==> src/rtl/bsg_pll_scan_cfg_ctrl.sv <==
// Scan-chain configuration sequencer for the on-chip PLLs: one PLL at a time, MSB-first shift, readback returned.
// Define BSG_PLL_CFG_VERIFY_EN to add a second identical shift pass that verifies the chain contents.
module bsg_pll_scan_cfg_ctrl #(
  parameter int num_pll_p     = 2,
  parameter int width_p       = 32,
  parameter int clk_div_p     = 4,
  parameter int lock_cycles_p = 1024,
  localparam int sel_w_lp     = (num_pll_p > 1) ? $clog2(num_pll_p) : 1
) (
  input  logic                 clk_i,
  input  logic                 reset_n_i,
  input  logic                 cfg_v_i,
  input  logic [sel_w_lp-1:0]  cfg_sel_i,
  input  logic [width_p-1:0]   cfg_data_i,
  output logic                 cfg_ready_o,
  output logic                 done_v_o,
  output logic [width_p-1:0]   done_data_o,
  output logic                 done_err_o,
  input  logic                 done_yumi_i,
  output logic                 scn_clk_o,
  output logic [num_pll_p-1:0] pll_cs_o,
  output logic [num_pll_p-1:0] pll_sdi_o,
  output logic [num_pll_p-1:0] pll_rstb_o,
  input  logic [num_pll_p-1:0] pll_sdo_i
);
  localparam int hp_w_lp   = $clog2(clk_div_p + 1);
  localparam int bit_w_lp  = $clog2(width_p + 1);
  localparam int lock_w_lp = $clog2(lock_cycles_p + 1);
  localparam logic [hp_w_lp-1:0]   hp_load_lp   = hp_w_lp'(clk_div_p);
  localparam logic [bit_w_lp-1:0]  bit_load_lp  = bit_w_lp'(width_p);
  localparam logic [lock_w_lp-1:0] lock_load_lp = lock_w_lp'(lock_cycles_p);

  typedef enum logic [3:0] {
    IDLE, CS_SETUP, SHIFT, CS_HOLD, LOCK, DONE
`ifdef BSG_PLL_CFG_VERIFY_EN
    , CS_SETUP2, SHIFT2, CS_HOLD2
`endif
  } state_e;

  state_e state_r, state_n;

  logic                 live_r;
  logic [sel_w_lp-1:0]  sel_r;
  logic [width_p-1:0]   sh_r, rb_r, done_data_r;
  logic [hp_w_lp-1:0]   hp_cnt_r;
  logic [bit_w_lp-1:0]  bit_cnt_r;
  logic [lock_w_lp-1:0] lock_cnt_r;
  logic                 scn_clk_r, err_r;
  logic [num_pll_p-1:0] cs_r, sdi_r, rstb_r;
`ifdef BSG_PLL_CFG_VERIFY_EN
  logic [width_p-1:0]   data_r;
`endif

  logic accept, sel_ok, hp_last, bit_last, lock_last;
  logic is_setup, is_shift, is_hold, finish;

  assign cfg_ready_o = live_r & (state_r == IDLE);
  assign done_v_o    = (state_r == DONE);
  assign done_data_o = done_data_r;
  assign done_err_o  = err_r;
  assign scn_clk_o   = scn_clk_r;
  assign pll_cs_o    = cs_r;
  assign pll_sdi_o   = sdi_r;
  assign pll_rstb_o  = rstb_r;

  always_ff @(posedge clk_i) begin
    if (!reset_n_i) state_r <= IDLE;
    else            state_r <= state_n;
  end

  always_comb begin
    accept    = cfg_v_i & cfg_ready_o;
    sel_ok    = 32'(cfg_sel_i) < 32'(num_pll_p);
    hp_last   = (hp_cnt_r == hp_w_lp'(1));
    bit_last  = (bit_cnt_r == bit_w_lp'(1));
    lock_last = (lock_cnt_r == lock_w_lp'(1));
    is_setup  = (state_r == CS_SETUP);
    is_shift  = (state_r == SHIFT);
    is_hold   = (state_r == CS_HOLD);
`ifdef BSG_PLL_CFG_VERIFY_EN
    is_setup  = is_setup | (state_r == CS_SETUP2);
    is_shift  = is_shift | (state_r == SHIFT2);
    is_hold   = is_hold  | (state_r == CS_HOLD2);
`endif
    state_n = state_r;
    unique case (state_r)
      IDLE:     if (accept) state_n = sel_ok ? CS_SETUP : DONE;
      CS_SETUP: if (hp_last) state_n = SHIFT;
      SHIFT:    if (hp_last && scn_clk_r && bit_last) state_n = CS_HOLD;
`ifdef BSG_PLL_CFG_VERIFY_EN
      CS_HOLD:   if (hp_last) state_n = CS_SETUP2;
      CS_SETUP2: if (hp_last) state_n = SHIFT2;
      SHIFT2:    if (hp_last && scn_clk_r && bit_last) state_n = CS_HOLD2;
      CS_HOLD2:  if (hp_last) state_n = LOCK;
`else
      CS_HOLD:  if (hp_last) state_n = LOCK;
`endif
      LOCK:     if (lock_last) state_n = DONE;
      DONE:     if (done_yumi_i) state_n = IDLE;
      default:  state_n = IDLE;
    endcase
    finish = is_hold & hp_last & (state_n == LOCK);
  end

  always_ff @(posedge clk_i) begin
    if (!reset_n_i) begin
      live_r      <= 1'b0;
      sel_r       <= '0;
      sh_r        <= '0;
      rb_r        <= '0;
      done_data_r <= '0;
      hp_cnt_r    <= '0;
      bit_cnt_r   <= '0;
      lock_cnt_r  <= '0;
      scn_clk_r   <= 1'b0;
      err_r       <= 1'b0;
      cs_r        <= '0;
      sdi_r       <= '0;
      rstb_r      <= '0;
`ifdef BSG_PLL_CFG_VERIFY_EN
      data_r      <= '0;
`endif
    end else begin
      live_r <= 1'b1;
      if (state_r == IDLE && accept) begin
        sel_r    <= cfg_sel_i;
        sh_r     <= cfg_data_i;
        hp_cnt_r <= hp_load_lp;
`ifdef BSG_PLL_CFG_VERIFY_EN
        data_r   <= cfg_data_i;
`endif
        if (sel_ok) begin
          cs_r[cfg_sel_i]   <= 1'b1;
          rstb_r[cfg_sel_i] <= 1'b0;
        end else begin
          err_r       <= 1'b1;
          done_data_r <= '0;
        end
      end
      // first data bit goes out together with entry into the low phase
      if (is_setup) begin
        if (!hp_last) hp_cnt_r <= hp_cnt_r - 1'b1;
        else begin
          hp_cnt_r     <= hp_load_lp;
          bit_cnt_r    <= bit_load_lp;
          sdi_r[sel_r] <= sh_r[width_p-1];
          sh_r         <= {sh_r[width_p-2:0], 1'b0};
        end
      end
      if (is_shift) begin
        if (!hp_last) hp_cnt_r <= hp_cnt_r - 1'b1;
        else begin
          hp_cnt_r <= hp_load_lp;
          if (!scn_clk_r) scn_clk_r <= 1'b1;
          else begin
            scn_clk_r <= 1'b0;
            rb_r      <= {rb_r[width_p-2:0], pll_sdo_i[sel_r]};
            if (!bit_last) begin
              bit_cnt_r    <= bit_cnt_r - 1'b1;
              sdi_r[sel_r] <= sh_r[width_p-1];
              sh_r         <= {sh_r[width_p-2:0], 1'b0};
            end
          end
        end
      end
      if (is_hold) begin
        if (!hp_last) hp_cnt_r <= hp_cnt_r - 1'b1;
        else if (finish) begin
          cs_r[sel_r]   <= 1'b0;
          sdi_r[sel_r]  <= 1'b0;
          rstb_r[sel_r] <= 1'b1;
          lock_cnt_r    <= lock_load_lp;
          done_data_r   <= rb_r;
`ifdef BSG_PLL_CFG_VERIFY_EN
          err_r         <= (rb_r != data_r);
`else
          err_r         <= 1'b0;
`endif
        end
`ifdef BSG_PLL_CFG_VERIFY_EN
        else begin
          hp_cnt_r <= hp_load_lp;
          sh_r     <= data_r;
        end
`endif
      end
      if (state_r == LOCK && !lock_last) lock_cnt_r <= lock_cnt_r - 1'b1;
    end
  end
endmodule

==> config.mk <==
export PLATFORM = sky130hd
export DESIGN_NAME = bsg_pll_scan_cfg_ctrl
export DESIGN_NICKNAME = d
export VERILOG_FILES = /design/src/rtl/bsg_pll_scan_cfg_ctrl.sv
export SDC_FILE = /design/constraint.sdc
export NUM_CORES = 1
export LEC_CHECK = 0
export CAP_MARGIN = 10
export CORE_UTILIZATION = 26
export CTS_BUF_LIST = sky130_fd_sc_hd__clkbuf_8
export CTS_CLUSTER_SIZE = 24
export DETAILED_ROUTE_END_ITERATION = 8
export GPL_ROUTABILITY_DRIVEN = 0
export GPL_TIMING_DRIVEN = 0
export HOLD_SLACK_MARGIN = 0.12
export MAX_ROUTING_LAYER = met4
export REMOVE_ABC_BUFFERS = 1
export SYNTH_ARGS = -nofsm -noshare
export SYNTH_HDL_FRONTEND = slang
export SYNTH_SLANG_ARGS = --single-unit
==> constraint.sdc <==
create_clock -name clk_i -period 3.05 [get_ports clk_i]
set_input_delay 0.61 -clock clk_i [delete_from_list [all_inputs] [get_ports clk_i]]
set_output_delay 0.61 -clock clk_i [all_outputs]
set_load 0.05 [all_outputs]
power_grid.png
Bar = 50 um. Pins as bars on the die edge. Tap cells in grey.
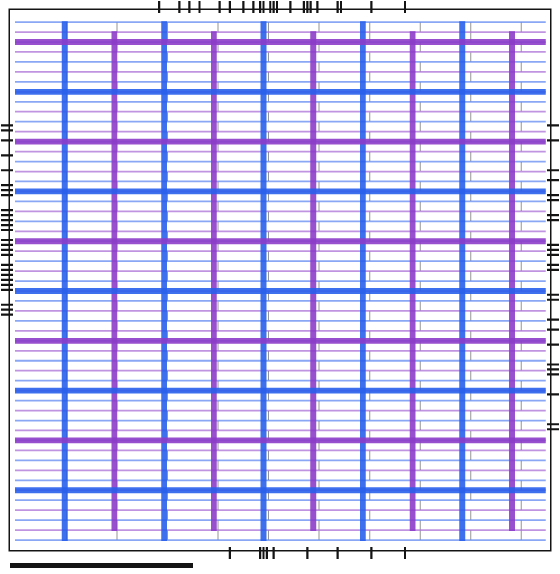
colour	net
purple	VDD
blue	VSS
rows	52
met5 straps	10
signal pins	81
tap cells	270
met1 rails	53
highest ir drop seen on vdd: 0.2375 mV
core box area: 0.02049 mm2
vertical die dimension: 147.5 um
die x size: 147.5 um

placement_by_type.png
Bar = 50 um.
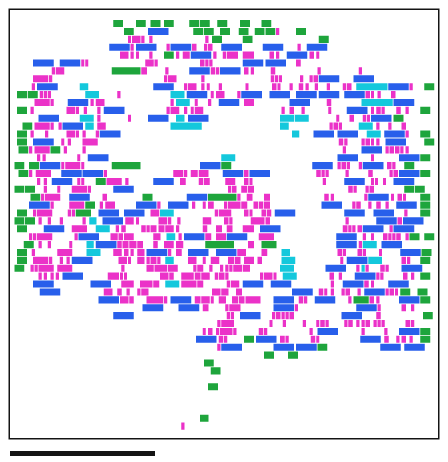
colour	class	cells	share of their area
blue	flops	129	39%
magenta	combinational and other logic	495	41%
cyan	clock drivers and dummy loads	32	6.4%
green	other buffers and delay cells	86	14%
fraction of area in registers: 36.98%
Layout Utilization: 34.08%
floorplan row count: 52

==> tab_implementation.tex <==
% Generated from flow reports
\begin{tabular}{lr}
\hline
Metric & Value \\
\hline
\multicolumn{2}{l}{\textbf{CTS}} \\
Number of cells upsized or downsized after cts & 1 \\
Worst-path clk slew & 80 ps \\
Clock tree from TritonCTS & built \\
Hold-fix buffers, CTS & 0 \\
\multicolumn{2}{l}{\textbf{Timing}} \\
Final critical-path required period & 2801 ps \\
Worst clock skew & 13.87 ps \\
Sum of negative setup slack & 0 ps \\
Worst hold slack & 455.2 ps \\
Unrepaired setup endpoints after global routing & no \\
Final Hold Vio Count & 0 \\
\multicolumn{2}{l}{\textbf{Logic synthesis}} \\
Number of standard cells reported by yosys & 673 \\
Synthesized registers & 129 \\
Dominant cell area share & 46.94\% \\
Synth area leaders & sky130\_fd\_sc\_hd\_\_dfxtp\_1 47\%, sky130\_fd\_sc\_hd\_\_nand2\_1 14\%, sky130\_fd\_sc\_hd\_\_a21oi\_1 6.7\% \\
Compound-Gate Fraction of Synth Area & 20.10\% \\
Part of the Yosys area used for sequential elements & 46.94\% \\
Commonest cells in the netlist & 206 x sky130\_fd\_sc\_hd\_\_nand2\_1, 129 x sky130\_fd\_sc\_hd\_\_dfxtp\_1, 74 x sky130\_fd\_sc\_hd\_\_a21oi\_1 \\
Fa+ha+maj area frac & 1.365\% \\
Biggest area consumer among synthesized cells & sky130\_fd\_sc\_hd\_\_dfxtp\_1 \\
FFs w/ async S/R, synth & 0\% \\
Dominant non-sequential cell family after synthesis & simple AND/OR/NAND/NOR gates \\
Mux frac, synth & 0.5686\% \\
Top-count cell post-synth & sky130\_fd\_sc\_hd\_\_nand2\_1 \\
\multicolumn{2}{l}{\textbf{Pwr}} \\
Clock power frac & 45.7\% \\
Leakage power figure & 2.407 nW \\
Cell internal pwr & 2.623 mW \\
Part of the total power dissipated in combinational logic & 4.6\% \\
Overall power & 3.451 mW \\
Sequential Power & 1.71 mW \\
\multicolumn{2}{l}{\textbf{Global route}} \\
Met1 routing resource usage after global routing & 16.06\% \\
Largest net degree at the start of global routing & 83 \\
Vias in the first global route & 4,323 \\
Antenna violations before repair & 0 \\
Met2 track demand over resource & 19.32\% \\
\multicolumn{2}{l}{\textbf{Die}} \\
Ports & 81 \\
Tap cell count & 270 \\
\multicolumn{2}{l}{\textbf{Finish}} \\
Fillers & 2,149 \\
Layout non-clock buf frac & 13.53\% \\
Number of clock-tree buffers in the layout & 18 \\
Non-CTS inverters & 12 \\
Final Net Count & 774 \\
Number of antenna cells inserted & 0 \\
Share of cells above drive strength 1 & 10.24\% \\
Largest contributor to cell area by class & combinational gates \\
Count of non-CTS buffers in the layout & 86 \\
Highest-count logic cell in the final layout & sky130\_fd\_sc\_hd\_\_nand2\_1 \\
Sequential standard cell area & 0.002582 mm2 \\
\multicolumn{2}{l}{\textbf{Setup path}} \\
Arrival time at the worst endpoint & 2190 ps \\
Gate family responsible for the most delay along the worst path & buffers and inverters \\
Crit Path Category & reg -> out \\
Required time worst endpoint & 2440 ps \\
Number of gates on the worst path with buffers counted & 3 \\
Worst Setup End Kind & output pin \\
Crit path launch type & flip-flop \\
Worst reg-to-reg setup slack & 360 ps \\
Launching instance or port of the critical path & state\_r[1] \\
Cell chain of the critical path & nor2\_1 > and3\_1 > clkdlybuf4s50\_1 \\
\multicolumn{2}{l}{\textbf{Hold path}} \\
Kind of path behind the tightest hold check & reg -> reg \\
Cell depth of the worst hold path & 2 \\
\multicolumn{2}{l}{\textbf{Status}} \\
Outcome & completed \\
\multicolumn{2}{l}{\textbf{Placement}} \\
IO buf count & 79 \\
Hpwl dp & 7981 um \\
Post-Place Setup Slack & 40.25 ps \\
\multicolumn{2}{l}{\textbf{Route}} \\
DRC marker count from the first detailed-route iteration & 217 \\
Remaining design rule violation count & 0 \\
Detailed-routing iteration count for the pre-antenna-repair pass & 5 \\
Metal-1 WL & 6140 um \\
Wire length on met2 & 5686 um \\
Antenna Violating Nets Remaining & 0 \\
Met3 wirelength from detailed routing & 554 um \\
Number of vias in the routed layout & 4,655 \\
\multicolumn{2}{l}{\textbf{Flow run}} \\
Total number of warnings across the stage logs & 28 \\
\hline
\end{tabular}
Power is estimated from default activity; no workload was simulated.
